### Sequential cells grouped by signal name, run 1

Other sequential cells in the stronger grey, the rest of the logic in the fainter grey.
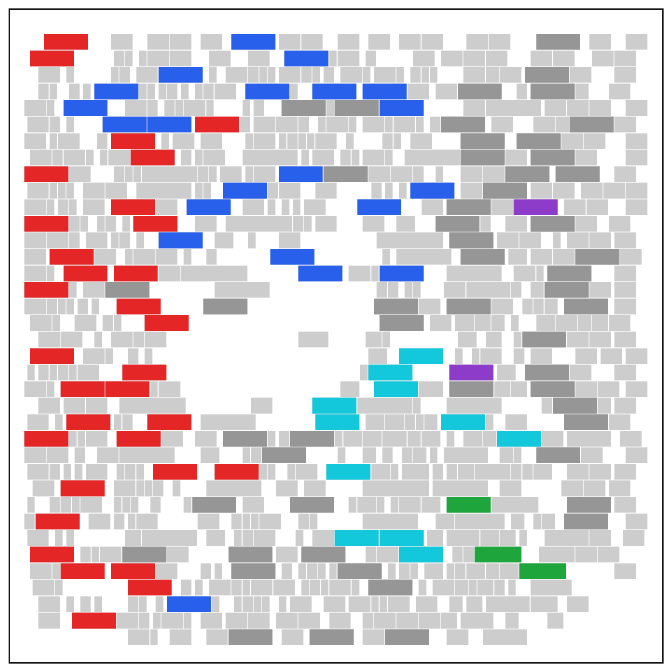
### Metal 4, run 1

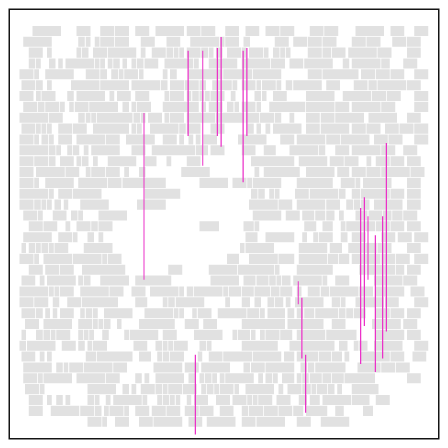
### Routing congestion, run 1

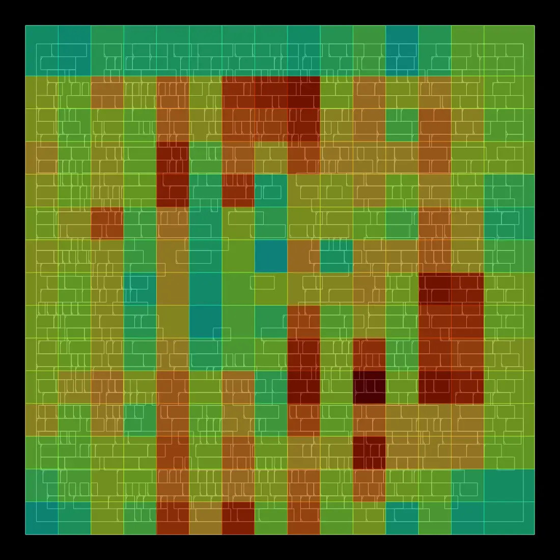
===== src/rtl/e1_pkg.sv =====
// Shared types and constants for the e1 calculator controller: FSM states,
// result codes, the default fixed-point 1.0 of e1, and the result classifier.
package e1_pkg;

    typedef enum logic [2:0] {
        IDLE,
        START,
        WAIT_S1,
        WAIT_E1,
        HOLD
    } state_t;

    typedef logic [1:0] res_code_t;

    localparam res_code_t E1_OK       = 2'd0;
    localparam res_code_t E1_CALC_ERR = 2'd1;
    localparam res_code_t E1_TIMEOUT  = 2'd2;
    localparam res_code_t E1_RANGE    = 2'd3;

    localparam logic [31:0] E1_ONE_DEFAULT = 32'h0100_0000;

    // A calculator error outranks an out-of-range value.
    function automatic res_code_t classify(input logic [31:0] e1, input logic err,
                                           input logic [31:0] one);
        return err ? E1_CALC_ERR : ((e1 > one) ? E1_RANGE : E1_OK);
    endfunction

endpackage


===== src/rtl/e1_ctrl_timer.sv =====
// Loadable up-counter with terminal-count flag; load restarts the count at 1,
// and the count holds once it reaches the terminal value.
module e1_ctrl_timer #(
    parameter int W = 8
) (
    input  logic         clk,
    input  logic         rst,
    input  logic         load,
    input  logic         en,
    input  logic [W-1:0] term,
    output logic         tc
);

    logic [W-1:0] count;

    // NOTE: sequential state is updated with non-blocking assignments so every
    // flop samples pre-edge values regardless of block evaluation order.
    always_ff @(posedge clk) begin
        if (rst) begin
            count <= '0;
        end else if (load) begin
            count <= W'(1);
        end else if (en && !tc) begin
            count <= count + W'(1);
        end
    end

    assign tc = (count == term);

endmodule


===== src/rtl/e1_calc_ctrl.sv =====
// Initiator/consumer controller for the e1 calculator handshake.
// Optional block/error statistics counters are enabled by defining E1_CTRL_STAT_EN.
module e1_calc_ctrl
    import e1_pkg::*;
#(
    parameter int unsigned S1_DLY      = 6,
    parameter int unsigned TIMEOUT_CYC = 1024,
    parameter logic [31:0] E1_ONE      = E1_ONE_DEFAULT
) (
    input  logic        clk,
    input  logic        rst,
    input  logic        i_blk_vld,
    output logic        o_blk_rdy,
    input  logic [20:0] i_mv,
    input  logic [20:0] i_mo,
    input  logic [31:0] i_s1,
    output logic        o_start,
    output logic [20:0] o_mv,
    output logic [20:0] o_mo,
    output logic [31:0] o_s1,
    output logic        o_s1_vld,
    input  logic        i_e1_busy,
    input  logic [31:0] i_e1,
    input  logic        i_e1_vld,
    input  logic        i_e1_error,
    output logic [31:0] o_res,
    output logic [1:0]  o_res_code,
    output logic        o_res_vld,
    input  logic        i_res_rdy
`ifdef E1_CTRL_STAT_EN
    ,
    output logic [15:0] o_blk_cnt,
    output logic [15:0] o_err_cnt
`endif
);

    localparam int unsigned T_MAX = (S1_DLY > TIMEOUT_CYC) ? S1_DLY : TIMEOUT_CYC;
    localparam int          TW    = $clog2(T_MAX + 1);

    state_t          state, state_next;
    logic [TW-1:0]   t_term;
    logic            t_load, t_en, t_tc;
    logic            accept, launch, res_take, handshake;

    // One timer serves both waits; its terminal count follows the current state.
    assign t_term = (state == WAIT_S1) ? TW'(S1_DLY) : TW'(TIMEOUT_CYC);

    e1_ctrl_timer #(.W(TW)) u_timer (
        .clk  (clk),
        .rst  (rst),
        .load (t_load),
        .en   (t_en),
        .term (t_term),
        .tc   (t_tc)
    );

    // NOTE: every signal driven here gets a default first, so no path through
    // the case statement can leave one unassigned and infer a latch.
    always_comb begin
        state_next = state;
        t_load     = 1'b0;
        t_en       = 1'b0;
        accept     = 1'b0;
        launch     = 1'b0;
        res_take   = 1'b0;
        handshake  = 1'b0;
        case (state)
            IDLE: begin
                if (i_blk_vld) begin
                    accept     = 1'b1;
                    state_next = START;
                end
            end
            START: begin
                if (!i_e1_busy) begin
                    launch     = 1'b1;
                    t_load     = 1'b1;
                    state_next = WAIT_S1;
                end
            end
            WAIT_S1: begin
                t_en = 1'b1;
                if (t_tc) begin
                    t_load     = 1'b1;
                    state_next = WAIT_E1;
                end
            end
            WAIT_E1: begin
                t_en = 1'b1;
                // A strobe on the timeout cycle still counts as a result.
                if (i_e1_vld || t_tc) begin
                    res_take   = 1'b1;
                    state_next = HOLD;
                end
            end
            HOLD: begin
                if (i_res_rdy) begin
                    handshake  = 1'b1;
                    state_next = IDLE;
                end
            end
            default: state_next = IDLE;
        endcase
    end

    assign o_start   = launch;
    assign o_s1_vld  = (state == WAIT_S1) && t_tc;
    assign o_res_vld = (state == HOLD);
    assign o_blk_rdy = (state == IDLE) && !rst;

    // NOTE: the data registers are reset too, because every output must read
    // zero after reset, not just the control state.
    always_ff @(posedge clk) begin
        if (rst) begin
            state      <= IDLE;
            o_mv       <= '0;
            o_mo       <= '0;
            o_s1       <= '0;
            o_res      <= '0;
            o_res_code <= E1_OK;
        end else begin
            state <= state_next;
            if (accept) begin
                o_mv <= i_mv;
                o_mo <= i_mo;
                o_s1 <= i_s1;
            end
            if (res_take) begin
                if (i_e1_vld) begin
                    o_res_code <= classify(i_e1, i_e1_error, E1_ONE);
                    o_res      <= (!i_e1_error && (i_e1 > E1_ONE)) ? E1_ONE : i_e1;
                end else begin
                    o_res_code <= E1_TIMEOUT;
                    o_res      <= '0;
                end
            end
        end
    end

`ifdef E1_CTRL_STAT_EN
    always_ff @(posedge clk) begin
        if (rst) begin
            o_blk_cnt <= '0;
            o_err_cnt <= '0;
        end else if (handshake) begin
            if (o_blk_cnt != 16'hFFFF) o_blk_cnt <= o_blk_cnt + 16'd1;
            if (o_res_code != E1_OK && o_err_cnt != 16'hFFFF) o_err_cnt <= o_err_cnt + 16'd1;
        end
    end
`endif

endmodule


===== config.mk =====
export PLATFORM = sky130hd
export DESIGN_NAME = e1_calc_ctrl
export DESIGN_NICKNAME = d
export VERILOG_FILES = /design/src/rtl/e1_pkg.sv /design/src/rtl/e1_ctrl_timer.sv /design/src/rtl/e1_calc_ctrl.sv
export SDC_FILE = /design/constraint.sdc
export NUM_CORES = 1
export LEC_CHECK = 0
export CAP_MARGIN = 20
export CORE_MARGIN = 2
export CORE_UTILIZATION = 43
export CTS_BUF_LIST = sky130_fd_sc_hd__clkbuf_8 sky130_fd_sc_hd__clkbuf_16
export DETAILED_ROUTE_END_ITERATION = 16
export PLACE_DENSITY = 0.85
export SYNTH_ARGS = -nofsm -noshare
export SYNTH_HDL_FRONTEND = slang
export SYNTH_SLANG_ARGS = --single-unit

===== constraint.sdc =====
create_clock -name clk -period 2.8 [get_ports clk]
set_input_delay 0.56 -clock clk [delete_from_list [all_inputs] [get_ports clk]]
set_output_delay 0.56 -clock clk [all_outputs]
set_load 0.05 [all_outputs]

==> out/metrics.csv, run 1 <==
stage,metric,value,unit
grt,grt_pass1_vias,4505,
sta,tns,0,ns
routing,drtIter0Drc,233,
clocking,clk_latency,0.51,ns
die,coreArea,0.0103,mm²
routing,wl_met2,6940,µm
final_layout,buffers,231,
sta,grt_setup_unrepaired,false,
final_layout,stdcell_count,876,
final_layout,lay_top_count,clkdlybuf4s50_1,
setup_path,crit_buf_inv,1,
flow_run,warning_count,26,
die,chipArea,0.0115,mm²
final_layout,dominant-cell-class,registers,
placed_design,dpl.cell_count,843,
final_layout,layout.area.comb,0.00197,mm²
die,fp_util,44.4,%
yosys,ys_cells,518,
placed_design,place_ws,0.335,ns
die,tapCellCount,136,
final_layout,n_fill_cell,726,
placed_design,place_congestion,0.865,
final_layout,comb_share,26.0,%
sta,clock_skew,0.0117,ns
die,die_x,107,µm
grt,gr-total-overflow,0,
pwr,vdd_drop_max,0.382,mV
setup_path,worstPathMaxFanout,11,
yosys,ys_chip_area,0.00458,mm²
pwr,power.total,5.40,mW
final_layout,drive_above_1_share,7.70,%
worst_hold_path,whs_path_depth,2,
routing,dr_wl_met3,1210,µm
yosys,flop_cell,dfxtp_1,
yosys,ys_sh_xor,1.91,%
final_layout,layout_top_cells,"clkdlybuf4s50_1, nand2_1, dfxtp_1",
sta,final_max_slew_viol_count,0,
yosys,fp_nets,632,
yosys,ys_sh_aoi,18.4,%
grt,grtUsageMet2,40.0,%
flow_run,drv_cap,0,
final_layout,inverters_excl_clock,3,
setup_path,worstRegToRegCells,7,
yosys,synth-edff-count,0,
sta,holdWs,0.452,ns
sta,fin_ws,0.126,ns
yosys,synth_area,0.00458,mm²
yosys,synthAdderAreaFrac,0.273,%
yosys,ys_sh_mux,0.710,%
grt,grt_use_met3,8.45,%
yosys,top_cells_by_area,"dfxtp_1, nand2_1, a21oi_1",
die,die_height,107,µm
worst_hold_path,hp-start,o_mv[1],
yosys,numSynthFlops,122,
worst_hold_path,holdPathEnd,o_mv[1],
routing,topRoutingLayerUsed,met4,
routing,final_antenna_net_count,0,
setup_path,required,2.24,ns
routing,dr.pass1.iters,4,
final_layout,nClkBuffers,17,
final_layout,syn2layout_area_growth,65.3,%
routing,vias_per_cell,5.24,
clocking,root_buffer,clkbuf_8,
setup_path,path_cells,and2_1 > clkdlybuf4s50_1,
final_layout,antenna_cells,0,
clocking,cts_tree,built,
yosys,logic_family,simple AND/OR/NAND/NOR gates,
clocking,cts.hold.buffers_added,0,
routing,wl_met1,5220,µm
sta,max_freq,374,MHz
final_layout,logic_gates,352,
outcome,status,"finished, final reports clean",
yosys,top_area_cell,dfxtp_1,
pwr,power.density,713,mW/mm²
final_layout,ff_count,122,
die,io_pins,225,
sta,timing.final.crit_period,2.67,ns
yosys,synth_cells,518,
yosys,synth_seq_share,53.3,%
grt,grt_max_degree,75,
die,rows,37,
yosys,ys_warn_count,0,
setup_path,worstReg2RegEnd,o_res_code[0],
sta,fin_crit_sh,95.5,%
routing,drt-wirelength-per-cell,15.8,µm
final_layout,buffer_area_share,30.9,%
yosys,synth_area_per_cell,8.85,µm²
final_layout,final-clk-cell-share,8.42,%
setup_path,r2r_start,state[1],
setup_path,r2r_setup_slack,0.54,ns
routing,drc_errors,0,
yosys,most_common_cell,nand2_1,
sta,hold_viol,0,
yosys,top_area_share,53.3,%
grt,antenna_found_initial,0,
sta,setup_viol,0,
setup_path,slowest_stage,clkdlybuf4s50_1,
setup_path,max_stage_delay,0.82,ns
yosys,synthTopCellsByCount,"nand2_1, dfxtp_1, a21oi_1",
clocking,cts_resized,2,
setup_path,crit_type,flip-flop to primary output,
setup_path,cp_top_family,buffers and inverters,
setup_path,cp-start-kind,flip-flop,
final_layout,finalInstanceArea,0.00758,mm²
sta,worst_pin_slew,0.623,ns
sta,max_slew_margin,58.5,%
placed_design,numPortBuffers,224,
-- 'Sequential cells grouped by signal name' (at the start) --
o_s1 -> red  # sequential cells 32, where a column on the left
u_timer.count -> cyan  # sequential cells 11
o_mo -> blue  # sequential cells 21
o_res_code -> purple  # sequential cells 2
state -> green  # sequential cells 3
Sequential Power: 1.93 mW
fin util: 73.4%
flop share of the area: 32.3%
Seq. cell area: 0.00244 mm²

-- 'Metal 4' (at the start) --
wire length on this layer = 452 µm
nets with wire on the layer = 17
share of all routed wire = 3.3%
longest straight run = 46.9 µm
main direction = vertical
Via Count: 4,590
Routed Wire Length: 13,800 µm

-- 'Routing congestion' (at the start) --
grt peak-use layer: met2
GRT Resource Usage Total: 23.8%

## run 1: report_power, final
part	internal, mW	leakage (nW)	switching (mW)
clock network	1.54	0.313	0.788
registers	1.85	0.995	0.0773
logic	0.442	1.44	0.711
## run 1: sequential cells by signal, indices dropped and copies added (netlist names)
signal,cells
state,3
o_s1,32
o_res_code,2
o_res,32
o_mo,21
u_timer.count,11
o_mv,21
## run 1: how the worst max path moves through the flow
stage / startpoint / endpoint / slack (ns)
floorplan: state[2] / o_s1_vld / 0.39
finish: state[2] / o_res_vld / 0.13
global placement: i_e1[29] / o_res[11] / 0.37
global route: state[2] / o_res_vld / 0.05
detailed placement: i_e1[29] / o_res[13] / 0.34
CTS: u_timer.count[4] / o_s1_vld / 0.06
### Pin map, run 1

Pins as bars across the die edge, other pins in grey.
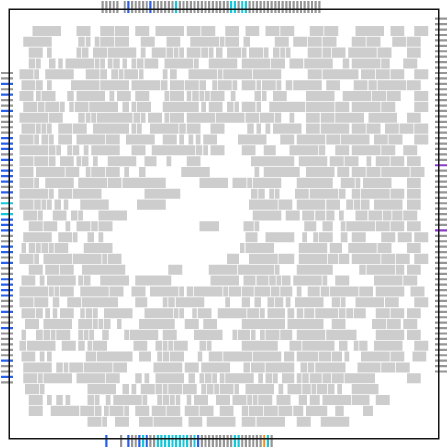

==> run 2, diff against run 1 <==
--- a/config.mk
+++ b/config.mk
@@ -5,12 +5,13 @@
 export SDC_FILE = /design/constraint.sdc
 export NUM_CORES = 1
 export LEC_CHECK = 0
+export ABC_AREA = 1
 export CAP_MARGIN = 20
 export CORE_MARGIN = 2
-export CORE_UTILIZATION = 43
+export CORE_UTILIZATION = 46
 export CTS_BUF_LIST = sky130_fd_sc_hd__clkbuf_8 sky130_fd_sc_hd__clkbuf_16
 export DETAILED_ROUTE_END_ITERATION = 16
-export PLACE_DENSITY = 0.85
+export PLACE_DENSITY = 0.86
 export SYNTH_ARGS = -nofsm -noshare
 export SYNTH_HDL_FRONTEND = slang
 export SYNTH_SLANG_ARGS = --single-unit
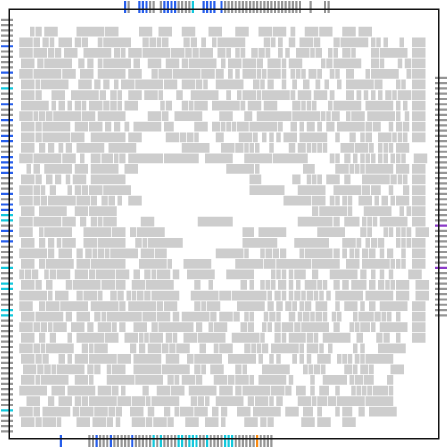
*Pin map, run 2*
Pins as bars across the die edge, other pins in grey.
o_s1 -> blue  # pins 32, direction output, edge 15 west, 13 north, 4 south
i_mv -> cyan  # pins 21, direction input, edge 11 south, 9 west, 1 north
o_res_code -> purple  # pins 2, direction output, edge east
i_e1_busy -> orange  # pins 1, direction input, edge south
number of port buffers: 224
die width: 110 µm
Die Ht: 110 µm

==> out/metrics.csv, run 2 <==
stage,metric,value,unit,change
sta,tns,0,ns,unchanged
yosys,synthTopCellsByCount,"inv_1, dfxtp_1, nand2_1",,
setup_path,worstPathMaxFanout,3,,-8
yosys,synth_seq_share,47.0,%,-6.3 points
pwr,largestPowerGroup,registers,,
final_layout,antenna_cells,0,,unchanged
final_layout,layout_top_cells,"clkdlybuf4s50_1, inv_1, dfxtp_1",,
yosys,numSynthFlops,122,,unchanged
routing,topRoutingLayerUsed,met4,,
placed_design,place_congestion,0.859,,-0.73%
clocking,clk_latency,0.40,ns,-0.11 ns
pwr,pwr-share-seq,34.4,%,-1.3 points
sta,hold_viol,0,,unchanged
sta,fin_crit_sh,86.4,%,-9.1 points
setup_path,crit_type,flip-flop to primary output,,
yosys,top_cells_by_area,"dfxtp_1, inv_1, a21oi_1",,
flow_run,drv_cap,0,,unchanged
clocking,cts_tree,built,,
sta,final_max_slew_viol_count,0,,unchanged
routing,dr_wl_met3,1330,µm,+9.9%
yosys,ys_sh_mux,0,%,-0.71 points
grt,grt_max_degree,60,,-20%
setup_path,cp-start-kind,flip-flop,,
placed_design,dpl.cell_count,1061,,+26%
grt,grt_pass1_vias,4601,,+2.1%
yosys,ys_chip_area,0.00520,mm²,+13%
sta,timing.final.crit_period,2.42,ns,-0.255 ns
routing,wl_met2,6620,µm,-4.7%
pwr,powerClk,1.95,mW,-16%
pwr,p_leak,3.27,nW,
flow_run,warning_count,26,,unchanged
grt,gr-total-overflow,0,,unchanged
routing,wl,13800,µm,-0.43%
sta,setup_viol,0,,unchanged
pwr,p_sw,2.25,mW,+43%
yosys,logic_family,simple AND/OR/NAND/NOR gates,,
grt,grt_use_met3,9.35,%,+0.90 points
routing,drc_errors,0,,unchanged
final_layout,lay_top_count,clkdlybuf4s50_1,,
setup_path,slowest_stage,clkdlybuf4s50_1,,
yosys,ys_warn_count,0,,unchanged
yosys,flop_cell,dfxtp_1,,
pwr,p_clk_share,32.0,%,-11 points
yosys,top_area_cell,dfxtp_1,,
pwr,power_frac_comb,33.5,%,+12 points
yosys,ys_sh_xor,0.842,%,-1.1 points
yosys,synthAdderAreaFrac,0.241,%,-0.032 points
final_layout,syn2layout_area_growth,55.1,%,
routing,vias_per_cell,4.70,,-10%
sta,max_freq,413,MHz,+11%
yosys,ys_sh_aoi,17.0,%,-1.4 points
final_layout,drive_above_1_share,7.87,%,+0.17 points
pwr,vdd_drop_max,0.550,mV,+44%
sta,grt_setup_unrepaired,false,,
clocking,cts.hold.buffers_added,0,,unchanged
routing,final_antenna_net_count,0,,unchanged
yosys,top_area_share,47.0,%,-6.3 points
pwr,power.total,6.08,mW,+13%
yosys,synth_area,0.00520,mm²,+13%
setup_path,required,2.24,ns,about the same
grt,antenna_found_initial,0,,unchanged
sta,clock_skew,0.00917,ns,-0.00251 ns
sta,max_slew_margin,61.6,%,+3.1 points
setup_path,max_stage_delay,0.85,ns,+0.03 ns
yosys,fp_nets,839,,+33%
yosys,synth_cells,725,,+40%
routing,drtIter0Drc,200,,-14%
pwr,cell_internal_pwr,3.83,mW,about the same
yosys,yosys.cell_types.count,30,,
outcome,status,"finished, final reports clean",,
clocking,post_cts_buffers,0,,
die,fp_util,47.6,%,+3.2 points
sta,fin_ws,0.381,ns,+0.255 ns
clocking,root_buffer,clkbuf_16,,
grt,grtUsageMet2,37.4,%,-2.6 points
yosys,synth-edff-count,0,,unchanged
die,chipArea,0.0122,mm²,+5.8%
final_layout,stdcell_count,1093,,+25%
pwr,pg_seq,2.09,mW,+8%
yosys,synth_area_per_cell,7.17,µm²,-19%
pwr,power.density,754,mW/mm²,+5.7%
placed_design,place_ws,0.416,ns,+0.0811 ns
yosys,ys_cells,725,,+40%
die,io_pins,225,,unchanged
die,rows,38,,+2.7%
sta,holdWs,0.441,ns,-0.0104 ns
yosys,most_common_cell,inv_1,,
routing,dr.pass1.iters,5,,+1
routing,vias,5132,,+12%
sta,worst_pin_slew,0.574,ns,-0.0482 ns
final_layout,layout.nets,1054,,
grt,top_usage_layer,met2,,
routing,wl_met1,5610,µm,+7.5%
pwr,powerComb,2.04,mW,+77%
pwr,swShare,37.0,%,+7.8 points
setup_path,path_cells,inv_1 > nor3_1 > clkdlybuf4s50_1,,
final_layout,reg_top3,"o_res x32, o_s1 x32",,
routing,drt-wirelength-per-cell,12.6,µm,-20%
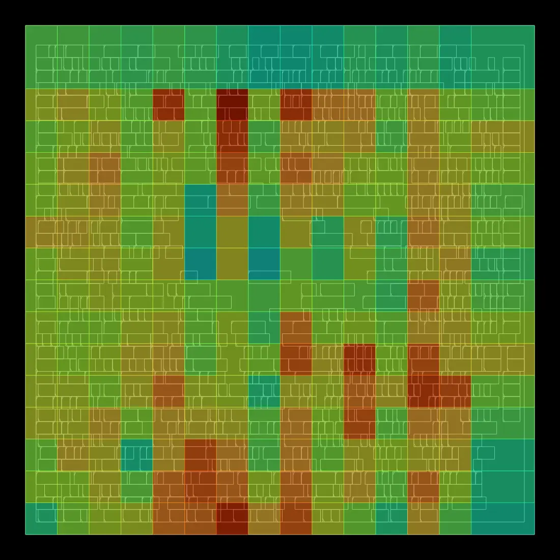
*Routing congestion, run 2*
GRT Resource Usage Total: 22.1%
fin util: 73.8%

run 2: critical path, delay by kind of cell, from the launching register on:
kind / cells / cell delay [ns]
flops: 1 / 0.39
buf+inv: 2 / 0.95
simple gates: 1 / 0.13
run 2: final cells by class:
type | instances | area (µm²)
Fill cell | 850 | 2870
Sequential cell | 122 | 2440
Timing Repair Buffer | 232 | 2330
Multi-Input combinational cell | 418 | 2020
Inverter | 149 | 559
Clock buffer | 18 | 439
Tap cell | 140 | 175
Clock inverter | 14 | 100
run 2: final timing paths:
check                              start  cells after the start         to  slack [ns]
worst min-delay path             o_s1[3]                      2    o_s1[3]        0.44
worst max-delay path            state[2]                      3  o_res_vld        0.38
worst max register to register  state[0]                     11   o_res[9]        0.74
worst min register to register   o_s1[3]                      2    o_s1[3]        0.44
No activity file was given, so power comes from the tool's default toggle rates.
